<file path="src/rtl/lsu_pkg.sv">
// rtl/lsu_pkg.sv - shared types and constants for the load/store unit
package lsu_pkg;

  typedef enum logic [1:0] {
    IDLE   = 2'd0,
    ACCESS = 2'd1,
    RESP   = 2'd2
  } lsu_state_e;

  localparam int         LSU_DEPTH   = 32;
  localparam logic [7:0] LSU_CNT_MAX = 8'hFF;

endpackage

</file>
<file path="src/rtl/load_store_unit_if.sv">
// rtl/load_store_unit_if.sv - request, memory, writeback and counter signals of the load/store unit
interface load_store_unit_if #(
  parameter int DW = 8,
  parameter int AW = 8,
  parameter int RW = 3
);

  logic          req_valid;
  logic          req_ready;
  logic          req_write;
  logic [AW-1:0] req_addr;
  logic [DW-1:0] req_wdata;
  logic [RW-1:0] req_rd;

  logic [AW-1:0] mem_addr;
  logic          mem_write;
  logic [DW-1:0] mem_wdata;
  logic [DW-1:0] mem_rdata;

  logic          wb_valid;
  logic          wb_ready;
  logic          wb_we;
  logic [RW-1:0] wb_rd;
  logic [DW-1:0] wb_data;
  logic          wb_fault;

  logic [7:0]    ld_count;
  logic [7:0]    st_count;

  // Execute stage, data memory and writeback side.
  modport master (
    output req_valid, req_write, req_addr, req_wdata, req_rd, mem_rdata, wb_ready,
    input  req_ready, mem_addr, mem_write, mem_wdata,
    input  wb_valid, wb_we, wb_rd, wb_data, wb_fault, ld_count, st_count
  );

  // The load/store unit itself.
  modport slave (
    input  req_valid, req_write, req_addr, req_wdata, req_rd, mem_rdata, wb_ready,
    output req_ready, mem_addr, mem_write, mem_wdata,
    output wb_valid, wb_we, wb_rd, wb_data, wb_fault, ld_count, st_count
  );

endinterface

</file>
<file path="src/rtl/sat_counter8.sv">
// rtl/sat_counter8.sv - 8-bit counter that holds at its maximum instead of wrapping
module sat_counter8
  import lsu_pkg::*;
(
  input  logic       CLK,
  input  logic       Reset,
  input  logic       inc,
  output logic [7:0] count_o
);

  logic [7:0] count_q;
  logic [7:0] count_d;

  // Step by one on inc unless already saturated.
  always_comb begin
    count_d = count_q;
    if (inc && (count_q != LSU_CNT_MAX)) begin
      count_d = count_q + 8'd1;
    end
  end

  // Count register, cleared by the asynchronous reset.
  always_ff @(posedge CLK or posedge Reset) begin
    if (Reset) begin
      count_q <= '0;
    end else begin
      count_q <= count_d;
    end
  end

  assign count_o = count_q;

endmodule

</file>
<file path="src/rtl/load_store_unit.sv">
// rtl/load_store_unit.sv - three-state load/store unit in front of the data memory
module load_store_unit
  import lsu_pkg::*;
#(
  parameter int DW    = 8,
  parameter int AW    = 8,
  parameter int DEPTH = LSU_DEPTH,
  parameter int RW    = 3
) (
  input  logic CLK,
  input  logic Reset,
  load_store_unit_if.slave bus
);

  // One extra bit so that DEPTH itself fits and the compare is on the full address.
  localparam logic [AW:0] DEPTH_C = (AW+1)'(DEPTH);

  lsu_state_e    state_q, state_d;

  logic          write_q;
  logic [AW-1:0] addr_q;
  logic [DW-1:0] wdata_q;
  logic [RW-1:0] rd_q;

  logic [DW-1:0] wb_data_q;
  logic          wb_fault_q;
  logic          wb_we_q;
  logic [RW-1:0] wb_rd_q;

  logic          accept;
  logic          in_range;
  logic          retire;

  assign accept   = (state_q == IDLE) && bus.req_valid;
  assign in_range = ({1'b0, addr_q} < DEPTH_C);
  assign retire   = (state_q == RESP) && bus.wb_ready;

  // Next-state logic: accept in IDLE, one ACCESS cycle, wait for writeback in RESP.
  always_comb begin
    state_d = state_q;
    case (state_q)
      IDLE:    if (bus.req_valid) state_d = ACCESS;
      ACCESS:  state_d = RESP;
      RESP:    if (bus.wb_ready) state_d = IDLE;
      default: state_d = IDLE;
    endcase
  end

  // State register.
  always_ff @(posedge CLK or posedge Reset) begin
    if (Reset) begin
      state_q <= IDLE;
    end else begin
      state_q <= state_d;
    end
  end

  // Request registers change only on the accept edge.
  always_ff @(posedge CLK or posedge Reset) begin
    if (Reset) begin
      write_q <= 1'b0;
      addr_q  <= '0;
      wdata_q <= '0;
      rd_q    <= '0;
    end else if (accept) begin
      write_q <= bus.req_write;
      addr_q  <= bus.req_addr;
      wdata_q <= bus.req_wdata;
      rd_q    <= bus.req_rd;
    end
  end

  // Response capture at the end of ACCESS; held untouched while RESP waits.
  always_ff @(posedge CLK or posedge Reset) begin
    if (Reset) begin
      wb_data_q  <= '0;
      wb_fault_q <= 1'b0;
      wb_we_q    <= 1'b0;
      wb_rd_q    <= '0;
    end else if (state_q == ACCESS) begin
      wb_data_q  <= (!write_q && in_range) ? bus.mem_rdata : '0;
      wb_fault_q <= !in_range;
      wb_we_q    <= !write_q && in_range;
      wb_rd_q    <= rd_q;
    end
  end

  assign bus.req_ready = (state_q == IDLE);
  assign bus.mem_addr  = addr_q;
  assign bus.mem_wdata = wdata_q;
  assign bus.mem_write = (state_q == ACCESS) && write_q && in_range;

  assign bus.wb_valid  = (state_q == RESP);
  assign bus.wb_we     = wb_we_q;
  assign bus.wb_rd     = wb_rd_q;
  assign bus.wb_data   = wb_data_q;
  assign bus.wb_fault  = wb_fault_q;

  sat_counter8 u_ld_count (
    .CLK     (CLK),
    .Reset   (Reset),
    .inc     (retire && !write_q && !wb_fault_q),
    .count_o (bus.ld_count)
  );

  sat_counter8 u_st_count (
    .CLK     (CLK),
    .Reset   (Reset),
    .inc     (retire && write_q && !wb_fault_q),
    .count_o (bus.st_count)
  );

endmodule

</file>
<file path="src/flat_wrapper.sv">
// flat-port wrapper written by rule: the top's interface ports become plain ports
module load_store_unit_flat import lsu_pkg::*;
#(
  parameter int DW    = 8,
  parameter int AW    = 8,
  parameter int DEPTH = LSU_DEPTH,
  parameter int RW    = 3
)
  (CLK, Reset, bus_req_valid, bus_req_write, bus_req_addr, bus_req_wdata, bus_req_rd, bus_mem_rdata, bus_wb_ready, bus_req_ready, bus_mem_addr, bus_mem_write, bus_mem_wdata, bus_wb_valid, bus_wb_we, bus_wb_rd, bus_wb_data, bus_wb_fault, bus_ld_count, bus_st_count);
  load_store_unit_if #(.DW(DW), .AW(AW), .RW(RW)) bus_i ();
  input  logic CLK;
  input  logic Reset;
  input wire logic [$bits(bus_i.req_valid)-1:0] bus_req_valid;
  input wire logic [$bits(bus_i.req_write)-1:0] bus_req_write;
  input wire logic [$bits(bus_i.req_addr)-1:0] bus_req_addr;
  input wire logic [$bits(bus_i.req_wdata)-1:0] bus_req_wdata;
  input wire logic [$bits(bus_i.req_rd)-1:0] bus_req_rd;
  input wire logic [$bits(bus_i.mem_rdata)-1:0] bus_mem_rdata;
  input wire logic [$bits(bus_i.wb_ready)-1:0] bus_wb_ready;
  output wire logic [$bits(bus_i.req_ready)-1:0] bus_req_ready;
  output wire logic [$bits(bus_i.mem_addr)-1:0] bus_mem_addr;
  output wire logic [$bits(bus_i.mem_write)-1:0] bus_mem_write;
  output wire logic [$bits(bus_i.mem_wdata)-1:0] bus_mem_wdata;
  output wire logic [$bits(bus_i.wb_valid)-1:0] bus_wb_valid;
  output wire logic [$bits(bus_i.wb_we)-1:0] bus_wb_we;
  output wire logic [$bits(bus_i.wb_rd)-1:0] bus_wb_rd;
  output wire logic [$bits(bus_i.wb_data)-1:0] bus_wb_data;
  output wire logic [$bits(bus_i.wb_fault)-1:0] bus_wb_fault;
  output wire logic [$bits(bus_i.ld_count)-1:0] bus_ld_count;
  output wire logic [$bits(bus_i.st_count)-1:0] bus_st_count;
  assign bus_i.req_valid = bus_req_valid;
  assign bus_i.req_write = bus_req_write;
  assign bus_i.req_addr = bus_req_addr;
  assign bus_i.req_wdata = bus_req_wdata;
  assign bus_i.req_rd = bus_req_rd;
  assign bus_i.mem_rdata = bus_mem_rdata;
  assign bus_i.wb_ready = bus_wb_ready;
  assign bus_req_ready = bus_i.req_ready;
  assign bus_mem_addr = bus_i.mem_addr;
  assign bus_mem_write = bus_i.mem_write;
  assign bus_mem_wdata = bus_i.mem_wdata;
  assign bus_wb_valid = bus_i.wb_valid;
  assign bus_wb_we = bus_i.wb_we;
  assign bus_wb_rd = bus_i.wb_rd;
  assign bus_wb_data = bus_i.wb_data;
  assign bus_wb_fault = bus_i.wb_fault;
  assign bus_ld_count = bus_i.ld_count;
  assign bus_st_count = bus_i.st_count;
  load_store_unit #(.DW(DW), .AW(AW), .DEPTH(DEPTH), .RW(RW)) u_core (.CLK(CLK), .Reset(Reset), .bus(bus_i));
endmodule
</file>
<file path="config.mk">
export PLATFORM = sky130hd
export DESIGN_NAME = load_store_unit_flat
export DESIGN_NICKNAME = d
export VERILOG_FILES = /design/src/rtl/lsu_pkg.sv /design/src/rtl/load_store_unit_if.sv /design/src/rtl/sat_counter8.sv /design/src/rtl/load_store_unit.sv /design/src/flat_wrapper.sv
export SDC_FILE = /design/constraint.sdc
export NUM_CORES = 1
export LEC_CHECK = 0
export ABC_AREA = 1
export CAP_MARGIN = 40
export CORE_MARGIN = 3
export CORE_UTILIZATION = 40
export CTS_BUF_LIST = sky130_fd_sc_hd__clkbuf_8
export CTS_CLUSTER_SIZE = 8
export DETAILED_ROUTE_END_ITERATION = 8
export HOLD_SLACK_MARGIN = 0.03
export PLACE_DENSITY = 0.7
export SLEW_MARGIN = 10
export SYNTH_ARGS = -nofsm -noshare
export SYNTH_HDL_FRONTEND = slang
export SYNTH_SLANG_ARGS = --single-unit
</file>
<file path="constraint.sdc">
create_clock -name CLK -period 3.05 [get_ports CLK]
set_input_delay 0.61 -clock CLK [delete_from_list [all_inputs] [get_ports CLK]]
set_output_delay 0.61 -clock CLK [all_outputs]
set_load 0.02 [all_outputs]
</file>
Fig. 1: run 1, signal wires on met3
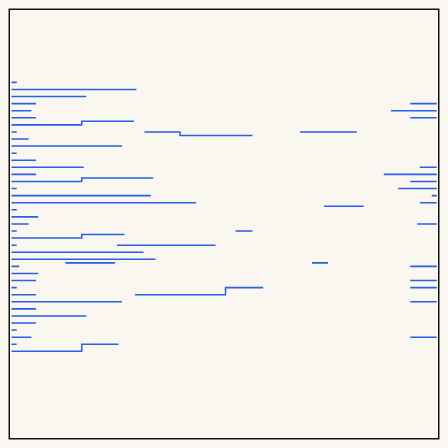
- main direction: horizontal
- wire length on this layer: 554 um
- nets with wire on the layer: 59
- share of all routed wire: 11%

Fig. 2: run 1, sequential cells coloured by netlist name
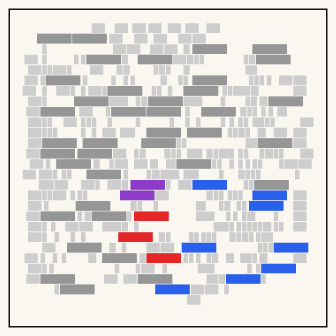
- `u_core.bus.wb_rd`: red (flops 3)
- `u_core.state_q`: purple (flops 2)
- `u_core.u_st_count.count_o`: blue (flops 8; where lower right)
utilization of the core after routing: 0.585
Flop+latch power: 0.00109 W
area of all sequential standard cells: 1280 um^2

==> report_table.html, run 1 <==
<h3>Flow metrics</h3>
<table>
<tr><th>Metric</th><th>Value</th></tr>
<tr><th colspan="2">Run status</th></tr>
<tr><td>Run status</td><td>finished clean</td></tr>
<tr><th colspan="2">Cells and area</th></tr>
<tr><td>Most used logic cell in the final layout</td><td>nand2_1</td></tr>
<tr><td>Final instance area</td><td>3260 um^2</td></tr>
<tr><td>Number of antenna cells inserted</td><td>0</td></tr>
<tr><td>Area growth from synthesis to final layout</td><td>40.2%</td></tr>
<tr><td>Layout cells sized above 1</td><td>0.0769</td></tr>
<tr><th colspan="2">Clock network</th></tr>
<tr><td># resized after CTS</td><td>0</td></tr>
<tr><td>Clock-pin transition on the worst setup and hold timing paths</td><td>0.09 ns</td></tr>
<tr><td>Worst-Skew Late Latency</td><td>0.30 ns</td></tr>
<tr><td>H-tree levels</td><td>2</td></tr>
<tr><td>Num Clock Sinks</td><td>51</td></tr>
<tr><td>CTS root buf</td><td>clkbuf_8</td></tr>
<tr><td>Maximum buffer depth of the clock tree</td><td>2</td></tr>
<tr><th colspan="2">Timing</th></tr>
<tr><td>Clock Skew</td><td>0.00578 ns</td></tr>
<tr><td>Max-slew violation count</td><td>0</td></tr>
<tr><td>Setup violation total in the final timing report</td><td>0</td></tr>
<tr><td>Relative slew margins</td><td>0.763</td></tr>
<tr><td>Count of final hold-check violations</td><td>0</td></tr>
<tr><th colspan="2">Placement</th></tr>
<tr><td>Last weighted congestion value of the routability-driven placer</td><td>0.778</td></tr>
<tr><td>Number of port buffers</td><td>79</td></tr>
<tr><th colspan="2">Detailed routing</th></tr>
<tr><td>Total detailed-routing wirelength</td><td>5110 um</td></tr>
<tr><td># DRC</td><td>0</td></tr>
<tr><td>Routed len/inst</td><td>11.7 um</td></tr>
<tr><th colspan="2">Synth</th></tr>
<tr><td>Netlist cell types</td><td>22</td></tr>
<tr><td>Total nets after synthesis</td><td>316</td></tr>
<tr><td>Synth Area per Inst</td><td>8.25 um^2</td></tr>
<tr><th colspan="2">Job</th></tr>
<tr><td>Max-cap check violation count</td><td>0</td></tr>
<tr><th colspan="2">Floorplan</th></tr>
<tr><td>Die Width</td><td>82.3 um</td></tr>
<tr><td>Core area</td><td>5570 um^2</td></tr>
<tr><td>Die Y</td><td>82.3 um</td></tr>
<tr><td>Chip area</td><td>6770 um^2</td></tr>
<tr><th colspan="2">Worst setup path</th></tr>
<tr><td>Critical path peak fanout</td><td>19</td></tr>
<tr><td>CP Data Arrival Time</td><td>1.93 ns</td></tr>
<tr><td>Startpoint class of the critical path</td><td>register</td></tr>
<tr><td>Category of the worst setup path capture point</td><td>output pin</td></tr>
<tr><th colspan="2">GRT</th></tr>
<tr><td>Global-route met1 utilization</td><td>0.196</td></tr>
<tr><td>M2 GR Usage</td><td>0.254</td></tr>
<tr><th colspan="2">Power</th></tr>
<tr><td>Leakage power of the design</td><td>1.54 nW</td></tr>
</table>
Fig. 3: run 1, pin map
Pins as bars across the die edge, other pins in grey.
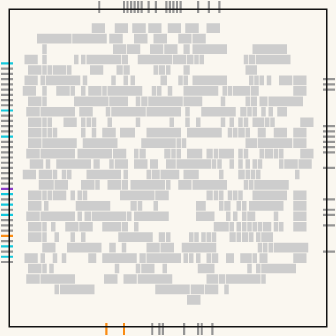
- `bus_req_write`: purple (pins 1; direction input; edge left)
- `bus_req_rd`: orange (pins 3; direction input; edge 2 bottom, 1 left)
- `bus_mem_addr`: cyan (pins 8; direction output; edge left)
- all pins by edge: 39 left, 17 top, 15 right, 9 bottom

-- run 1: per-stage QoR --
stage / instances / worst slack [ns] / util
2_1_floorplan: 282 / 1.21 / -
3_3_place_gp: 430 / 0.845 / 0.571
5_1_grt: 436 / 0.361 / 0.585
3_5_place_dp: 430 / 0.818 / 0.571
4_1_cts: 436 / 0.466 / 0.585
6_report: 436 / 0.506 / 0.585
-- run 1: kinds of logic after synthesis --
logic type / share of synthesized area
AND/OR/NAND/NOR: 0.335
AND-OR/OR-AND: 0.0301
flip-flops: 0.549
adder cells (fa/ha/maj): 0.0108
XOR/XNOR: 0.0226
buffers and inverters: 0.0527
-- run 1: final timing paths --
check                                                         startpoint                                        to  slack (ns)  depth (start not counted)
min in group asynchronous                                          Reset  u_core.u_ld_count.count_o[4]$_DFFE_PP0P_        0.57                          2
worst max register to register  u_core.u_ld_count.count_o[1]$_DFFE_PP0P_  u_core.u_ld_count.count_o[7]$_DFFE_PP0P_        1.69                          8
worst min register to register       u_core.bus.mem_wdata[1]$_DFFE_PP0P_       u_core.bus.mem_wdata[1]$_DFFE_PP0P_        0.49                          2
worst min-delay path                 u_core.bus.mem_wdata[1]$_DFFE_PP0P_       u_core.bus.mem_wdata[1]$_DFFE_PP0P_        0.49                          2
max in group asynchronous                                          Reset                u_core.rd_q[1]$_DFFE_PP0P_        1.88                          3
worst max-delay path                       u_core.state_q[1]$_DFFE_PP0P_                             bus_mem_write        0.51                          4
-- run 1: worst max-delay path, cell delays in order (launching register included) --
cell and delay [ns]:
dfrtp_1 0.42, inv_1 0.10, nand2_2 0.22, nor3_1 0.25, clkdlybuf4s50_1 0.65
-- run 1: Yosys cell counts --
cell type  count  area, um^2
buf_6          2        22.5
nand2_1      141         529
xnor2_1        2        17.5
xor2_1         4        35.0
inv_1         17        63.8
nand3_1       14        70.1
nor2_4         3        33.8
nand2_4        3        33.8
nor3_1         3        15.0
nor2_1        10        37.5
nand3_2        1        10.0
nor2_2         3        18.8
inv_2          1        3.75
clkbuf_1       1        3.75
o21ai_1        6        30.0
a21oi_1        1        5.00
inv_4          3        18.8
ha_1           2        25.0
nand2_2        5        31.3
buf_2          2        10.0
o21ai_0        7        35.0
dfrtp_1       51        1280
-- run 1: final cells by class --
type / count / area [um^2]
fillers: 521 / 2310
flip-flops and latches: 51 / 1280
multi-input cells: 205 / 927
repair buffers: 81 / 806
well taps: 72 / 90.1
inverters: 21 / 86.3
clock buffers: 5 / 68.8
clock inverters: 1 / 7.51
-- run 1: registers in the layout, summed over array words and instances, names as in the netlist --
name	cells
u_core.bus.wb_data	8
u_core.bus.wb_fault	1
u_core.u_st_count.count_o	8
u_core.bus.mem_addr	8
u_core.rd_q	3
u_core.bus.wb_we	1
u_core.bus.mem_wdata	8
u_core.state_q	2
u_core.write_q	1
u_core.bus.wb_rd	3
u_core.u_ld_count.count_o	8
-- run 1: power by group --
part,total (W),switching (W),internal (W)
sequential,0.00109,0.000169,0.000921
combinational,0.00127,0.000709,0.000565
clock,0.000370,0.000217,0.000153
total,0.00273,0.00110,0.00164
==> run 2: changes to the inputs <==
Clock period 3.05 ns to 2.6 ns, I/O delays scaled along.
Fig. 4: run 2, signal wires by layer
Only two layers are drawn.
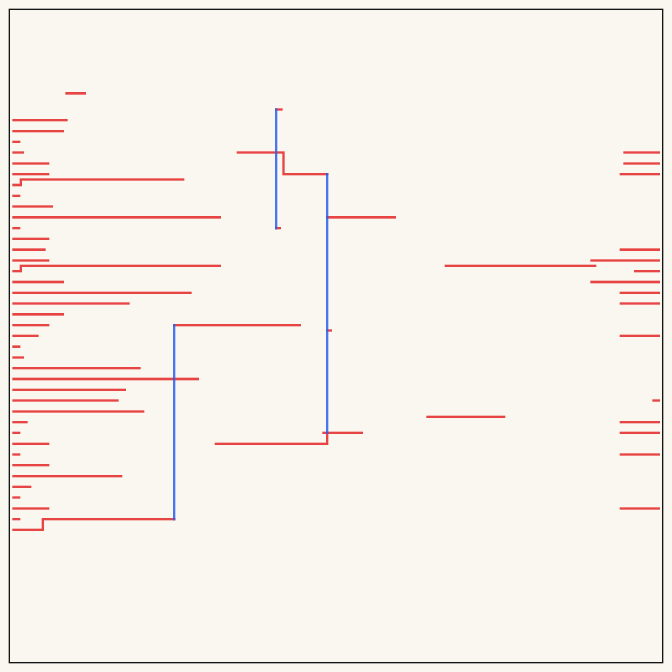
- M4: blue (wire length 72.1 um)
- M3: red (wire length 475 um)

==> report_table.html, run 2 <==
<h3>Flow metrics</h3>
<table>
<tr><th>Metric</th><th>Value</th></tr>
<tr><th colspan="2">Run status</th></tr>
<tr><td>Run status</td><td>finished clean (unchanged)</td></tr>
<tr><th colspan="2">Job</th></tr>
<tr><td>Max-cap check violation count</td><td>0 (unchanged)</td></tr>
<tr><th colspan="2">Placement</th></tr>
<tr><td>Last weighted congestion value of the routability-driven placer</td><td>0.776 (was 0.778)</td></tr>
<tr><th colspan="2">Clock network</th></tr>
<tr><td>Worst-Skew Late Latency</td><td>0.30 ns (about the same)</td></tr>
<tr><td>Maximum buffer depth of the clock tree</td><td>2 (unchanged)</td></tr>
<tr><td>Clock-pin transition on the worst setup and hold timing paths</td><td>0.09 ns (about the same)</td></tr>
<tr><th colspan="2">Timing</th></tr>
<tr><td>Count of final hold-check violations</td><td>0 (unchanged)</td></tr>
<tr><td>Setup violation total in the final timing report</td><td>0 (unchanged)</td></tr>
<tr><td>Max-slew violation count</td><td>0 (unchanged)</td></tr>
<tr><td>Clock Skew</td><td>0.00719 ns (was 0.00578 ns)</td></tr>
<tr><td>Relative slew margins</td><td>0.773 (was 0.763)</td></tr>
<tr><th colspan="2">Synth</th></tr>
<tr><td>Most frequently used cell type in the post-synthesis netlist</td><td>nand2_1 (unchanged)</td></tr>
<tr><td>Synth async-reset ratio</td><td>1.00 (unchanged)</td></tr>
<tr><td>Synth Area per Inst</td><td>8.25 um^2 (unchanged)</td></tr>
<tr><td>Most frequent cells after synthesis</td><td>141 x nand2_1, 51 x dfrtp_1, 17 x inv_1 (unchanged)</td></tr>
<tr><td>Netlist cell types</td><td>22 (unchanged)</td></tr>
<tr><td>EDFF count, synth</td><td>0 (unchanged)</td></tr>
<tr><th colspan="2">Cells and area</th></tr>
<tr><td>Layout cells sized above 1</td><td>0.0820 (was 0.0769)</td></tr>
<tr><td>Area growth from synthesis to final layout</td><td>41.3% (was 40.2%)</td></tr>
<tr><td>Number of filler cells placed in the layout</td><td>501 (was 521)</td></tr>
<tr><td>Comb. cell area</td><td>927 um^2 (unchanged)</td></tr>
<tr><th colspan="2">Worst setup path</th></tr>
<tr><td>CP Data Arrival Time</td><td>1.72 ns (was 1.93 ns)</td></tr>
<tr><td>Critical Path Stages</td><td>4 (unchanged)</td></tr>
<tr><td>Internal reg-to-reg setup slack</td><td>1.25 ns (was 1.69 ns)</td></tr>
<tr><td>End point of the critical path</td><td>bus_mem_write (unchanged)</td></tr>
<tr><td>Crit Reg-Reg Endpoint</td><td>u_core.u_ld_count.count_o[4]$_DFFE_PP0P_ (was u_core.u_ld_count.count_o[7]$_DFFE_PP0P_)</td></tr>
<tr><td>Critical path peak fanout</td><td>3 (was 19)</td></tr>
<tr><td>Library cell contributing the largest single delay on the critical path</td><td>clkdlybuf4s50_1 (unchanged)</td></tr>
<tr><th colspan="2">Floorplan</th></tr>
<tr><td>Die Width</td><td>82.3 um (unchanged)</td></tr>
<tr><td>Chip area</td><td>6770 um^2 (unchanged)</td></tr>
<tr><th colspan="2">Power</th></tr>
<tr><td>Leakage power of the design</td><td>1.55 nW (was 1.54 nW)</td></tr>
</table>
run 2: cell counts after synthesis:
No cell type changed its count.
run 2: where the power goes:
part / internal [W] / leakage (nW) / switching [W] / total [W]
combinational: 0.000672 / 0.845 / 0.000828 / 0.00150
sequential: 0.00108 / 0.662 / 0.000196 / 0.00128
clock: 0.000190 / 0.0483 / 0.000266 / 0.000456
run 2: cell type report:
class / count / share of cell area
tap: 72 / 0.0274
sequential: 51 / 0.388
clock buffer: 5 / 0.0209
clock inverter: 3 / 0.00571
inverter: 21 / 0.0263
timing repair buffer: 81 / 0.249
multi-input combinational: 205 / 0.282
run 2: worst register-to-register path: stages (launching register included):
cell	delay [ns]
dfrtp_1	0.43
ha_1	0.22
nand2_2	0.08
nor2_2	0.14
nand2_2	0.09
nand2_4	0.12
inv_4	0.07
nand2_1	0.06
nand2_1	0.05
run 2: kinds of logic (layout without fill, tap and decap cells):
family	Yosys count	count (layout)	synth area share
simple gates	183	183	0.335
fa+ha+maj	2	2	0.0108
flops	51	51	0.549
compound gates	14	14	0.0301
buf+inv	26	110	0.0527
xor+xnor	6	6	0.0226
run 2: worst min-delay path by stage:
| stage | from | end | cells after the start |
|---|---|---|---|
| 5_1_grt | u_core.bus.wb_data[3]$_DFFE_PP0N_ | u_core.bus.wb_data[3]$_DFFE_PP0N_ | 2 |
| 2_1_floorplan | u_core.rd_q[0]$_DFFE_PP0P_ | u_core.rd_q[0]$_DFFE_PP0P_ | 2 |
| 3_3_place_gp | u_core.bus.mem_wdata[1]$_DFFE_PP0P_ | u_core.bus.mem_wdata[1]$_DFFE_PP0P_ | 2 |
| 3_5_place_dp | u_core.bus.mem_wdata[7]$_DFFE_PP0P_ | u_core.bus.mem_wdata[7]$_DFFE_PP0P_ | 2 |
| 4_1_cts | u_core.bus.mem_wdata[0]$_DFFE_PP0P_ | u_core.bus.mem_wdata[0]$_DFFE_PP0P_ | 2 |
| 6_report | u_core.bus.mem_wdata[0]$_DFFE_PP0P_ | u_core.bus.mem_wdata[0]$_DFFE_PP0P_ | 2 |
run 2: layer usage:
metal / part of all wire / global-route usage
met1: 0.45 / 0.220
met2: 0.45 / 0.240
met3: 0.094 / 0.0651
met4: 0.014 / 0.0565
met5: 0 / 0
run 2: per-stage QoR:
stage	util	setup slack (ns)	hold slack, ns	std cells
after floorplan	-	0.850	0.483	282
after global placement	0.574	0.697	0.462	430
after detailed placement	0.574	0.696	0.464	430
after CTS	0.589	0.343	0.493	438
after global routing	0.589	0.182	0.512	438
final	0.589	0.363	0.487	438
Power is estimated from default activity; no workload was simulated.
